### config.mk
export PLATFORM = sky130hd
export DESIGN_NAME = seq_stream_gen
export DESIGN_NICKNAME = d
export VERILOG_FILES = /design/src/rtl/seq_pkg.sv /design/src/rtl/seq_ref_matcher.sv /design/src/rtl/seq_stream_gen.sv
export SDC_FILE = /design/constraint.sdc
export NUM_CORES = 1
export LEC_CHECK = 0
export CAP_MARGIN = 20
export CELL_PAD_IN_SITES_DETAIL_PLACEMENT = 1
export CELL_PAD_IN_SITES_GLOBAL_PLACEMENT = 1
export CORE_MARGIN = 2
export CORE_UTILIZATION = 39
export CTS_CLUSTER_DIAMETER = 30
export DETAILED_ROUTE_END_ITERATION = 16
export PLACE_DENSITY_LB_ADDON = 0.2
export SYNTH_ARGS = -nofsm -noshare
export SYNTH_HDL_FRONTEND = slang
export SYNTH_HIERARCHICAL = 1
export SYNTH_SLANG_ARGS = --single-unit
### constraint.sdc
create_clock -name clk -period 1.9 [get_ports clk]
set_input_delay 0.19 -clock clk [delete_from_list [all_inputs] [get_ports clk]]
set_output_delay 0.19 -clock clk [all_outputs]
set_load 0.05 [all_outputs]
### src/rtl/seq_pkg.sv
// Shared types and defaults for the serial stimulus generator.
// Holds the FSM state encoding and the reference pattern defaults.
package seq_pkg;

    typedef enum logic {
        IDLE,
        SHIFT
    } state_t;

    localparam int         PAT_LEN_DEF = 4;
    localparam logic [3:0] PATTERN_DEF = 4'b1011;
    localparam int         CNT_W_DEF   = 8;

endpackage

### src/rtl/seq_ref_matcher.sv
// Reference sequence matcher on the transmitted serial stream.
// Produces the expected-detection strobe and a saturating match count.
module seq_ref_matcher
    import seq_pkg::*;
#(
    parameter int                 PAT_LEN = PAT_LEN_DEF,
    parameter logic [PAT_LEN-1:0] PATTERN = PATTERN_DEF,
    parameter int                 OVERLAP = 1,
    parameter int                 CNT_W   = CNT_W_DEF
) (
    input  logic             clk,
    input  logic             rst,
    input  logic             ser_out,
    input  logic             ser_valid,
    output logic             exp_det,
    output logic [CNT_W-1:0] match_cnt
);

    localparam int HW = PAT_LEN - 1;
    localparam int VW = $clog2(PAT_LEN);

    logic [HW-1:0]      hist;
    logic [VW-1:0]      vcnt;
    logic [PAT_LEN-1:0] win;
    logic               full;
    logic               hit;

    assign win  = {hist, ser_out};
    assign full = (vcnt == VW'(HW));
    assign hit  = ser_valid && full && (win == PATTERN);

    // vcnt counts fresh history bits so a cleared history cannot match early
    always_ff @(posedge clk) begin
        if (rst) begin
            hist      <= '0;
            vcnt      <= '0;
            exp_det   <= 1'b0;
            match_cnt <= '0;
        end else begin
            exp_det <= hit;
            if (hit && match_cnt != '1)
                match_cnt <= match_cnt + 1'b1;
            if (!ser_valid) begin
                hist <= '0;
                vcnt <= '0;
            end else if (hit && OVERLAP == 0) begin
                hist <= '0;
                vcnt <= '0;
            end else begin
                hist <= win[HW-1:0];
                if (!full)
                    vcnt <= vcnt + 1'b1;
            end
        end
    end

endmodule

### src/rtl/seq_stream_gen.sv
// Parallel-to-serial stimulus transmitter with valid/ready load port.
// Shifts words out MSB-first and runs a reference matcher alongside.
module seq_stream_gen
    import seq_pkg::*;
#(
    parameter int                 WIDTH   = 16,
    parameter int                 PAT_LEN = PAT_LEN_DEF,
    parameter logic [PAT_LEN-1:0] PATTERN = PATTERN_DEF,
    parameter int                 OVERLAP = 1,
    parameter int                 CNT_W   = CNT_W_DEF
) (
    input  logic             clk,
    input  logic             rst,
    input  logic             load_valid,
    input  logic [WIDTH-1:0] load_data,
    output logic             load_ready,
    output logic             ser_out,
    output logic             ser_valid,
    output logic             exp_det,
    output logic [CNT_W-1:0] match_cnt,
    output logic             busy
);

    localparam int            BW   = $clog2(WIDTH);
    localparam logic [BW-1:0] LAST = BW'(WIDTH - 1);

    state_t           state;
    logic [WIDTH-2:0] sreg;
    logic [BW-1:0]    bcnt;
    logic             accept;

    // Ready in the last-bit cycle lets words run back to back
    assign load_ready = !rst &&
        (state == IDLE || (state == SHIFT && bcnt == '0));
    assign accept = load_valid && load_ready;

    always_ff @(posedge clk) begin
        if (rst) begin
            state     <= IDLE;
            sreg      <= '0;
            bcnt      <= '0;
            ser_out   <= 1'b0;
            ser_valid <= 1'b0;
            busy      <= 1'b0;
        end else if (accept) begin
            state     <= SHIFT;
            sreg      <= load_data[WIDTH-2:0];
            bcnt      <= LAST;
            ser_out   <= load_data[WIDTH-1];
            ser_valid <= 1'b1;
            busy      <= 1'b1;
        end else if (state == SHIFT) begin
            if (bcnt == '0) begin
                state     <= IDLE;
                ser_out   <= 1'b0;
                ser_valid <= 1'b0;
                busy      <= 1'b0;
            end else begin
                bcnt    <= bcnt - 1'b1;
                ser_out <= sreg[WIDTH-2];
                sreg    <= sreg << 1;
            end
        end
    end

    seq_ref_matcher #(
        .PAT_LEN (PAT_LEN),
        .PATTERN (PATTERN),
        .OVERLAP (OVERLAP),
        .CNT_W   (CNT_W)
    ) u_match (
        .clk       (clk),
        .rst       (rst),
        .ser_out   (ser_out),
        .ser_valid (ser_valid),
        .exp_det   (exp_det),
        .match_cnt (match_cnt)
    );

endmodule

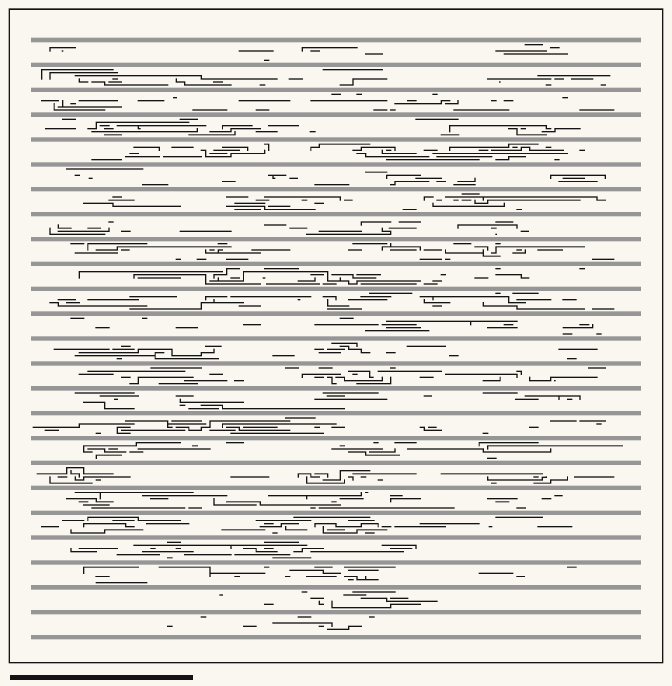
*M1 wires*
Scale bar: 20 um. Supply wires on this layer in gray.
wire length on this layer = 1880 um
share of all routed wire = 44%
nets with wire on the layer = 223
total wire length: 4.32 mm
GR Util met1: 20.7%
total via count after detailed routing: 1557

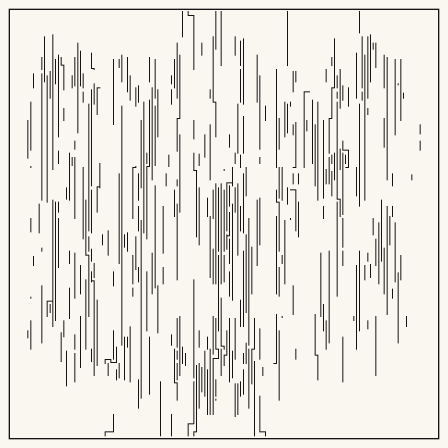
*Met2 routing*
share of all routed wire = 52%
main direction = vertical
nets with wire on the layer = 224
met2 routing resource usage after global routing: 32.8%

==> summary.txt <==
Implementation numbers.

- The number of instances resized during post-cts repair is 0.
- The run finished with clean final reports.
- The average cell area after synthesis reads 9.34 sq um.
- Per the placement log, port buffering inserted 31 buffers.
- The dominant cell by count in the synthesized netlist reads sky130_fd_sc_hd__dfxtp_1.
- The critical path class reads flip-flop to output pin.
- Counting flops per register, the top entry is sreg.
- The clock latency of the later-clocked register in the worst-skew pair is 0.28 ns.
- The number of global-route vias before repair is 1675.
- The number of levels in the clock H-tree reads 2.
- The area growth from synthesis to layout reads 30.0%.
- The DRC violation count after routing reads 0.
- The mapped cell area reads ~1800 sq um.
- Once the clock tree was built, the setup fixing pass inserted 0 buffers.
- The clock skew after layout reads 0.00237 ns.
- The end point of the critical path reads match_cnt[3].
- The maximum number of pins on one net before global-route repair is 25.
- The number of nets in the final layout reads 249.
- The accumulated negative setup slack is 0 ns.
- The endpoint of the most critical register-to-register path reads bcnt[3].
- The power per standard cell area reads just under 800 nW/um^2.
- The pin closest to its max-slew limit shows a slew of between 0.5 and 0.6 ns.
- The flip-flop and latch count after synthesis is 36.
- The report lists the cells along the critical path as clkdlybuf4s50_1.
- The total area of sequential cells is 722 sq um.
- Ranked by instance count, the synthesized netlist is headed by 36 x sky130_fd_sc_hd__dfxtp_1, 34 x sky130_fd_sc_hd__nor3_1, 17 x sky130_fd_sc_hd__nor2b_1.
- The commonest register cell after synthesis reads sky130_fd_sc_hd__dfxtp_1.
- The async set-or-reset flop fraction in the synthesized netlist is 0%.
- The internal power of the cells totals 1290 uW.
- The destination of the worst hold path reads u_match/hist[2].
- The post-layout minimum cycle time is 1.76 ns.
- The number of diodes added for antenna fixing is 0.
- The smallest setup slack after layout reads 0.137 ns.
- The highest achievable clock rate is 0.567 GHz.
- In this run the horizontal extent of the chip is 71.3 um.
- The detailed-route wire length per cell reads 15.4 um.
- The critical path launch point is u_match/match_cnt[3].
- The depth of the worst hold-timing path reads 1.
- Looking at the VDD voltage map, the peak drop is about 0.47 mV.
==> layer usage <==
layer / global-route usage, % / wire length (um)
met1: 20.7 / 1880
met2: 32.8 / 2240
met3: 3.80 / 148
met4: 5.24 / 45
met5: 0 / 0
==> layout make-up <==
cell class,instances,area share (%)
Multi-Input combinational cell,134,42.3
Sequential cell,36,31.5
Timing Repair Buffer,45,18.7
Clock buffer,8,3.93
Tap cell,52,2.84
Inverter,5,0.818
==> kinds of logic after synthesis <==
| group | Yosys count | synth area share, % |
|---|---|---|
| AOI/OAI and AO/OA | 36 | 20.0 |
| DFF | 36 | 40.8 |
| muxes | 4 | 2.34 |
| buffers and inverters | 19 | 5.46 |
| adders and majority gates | 3 | 2.13 |
| and+or+nand+nor | 87 | 27.3 |
| xor gates and xnor gates | 4 | 1.98 |
Power and IR drop assume default switching activity.
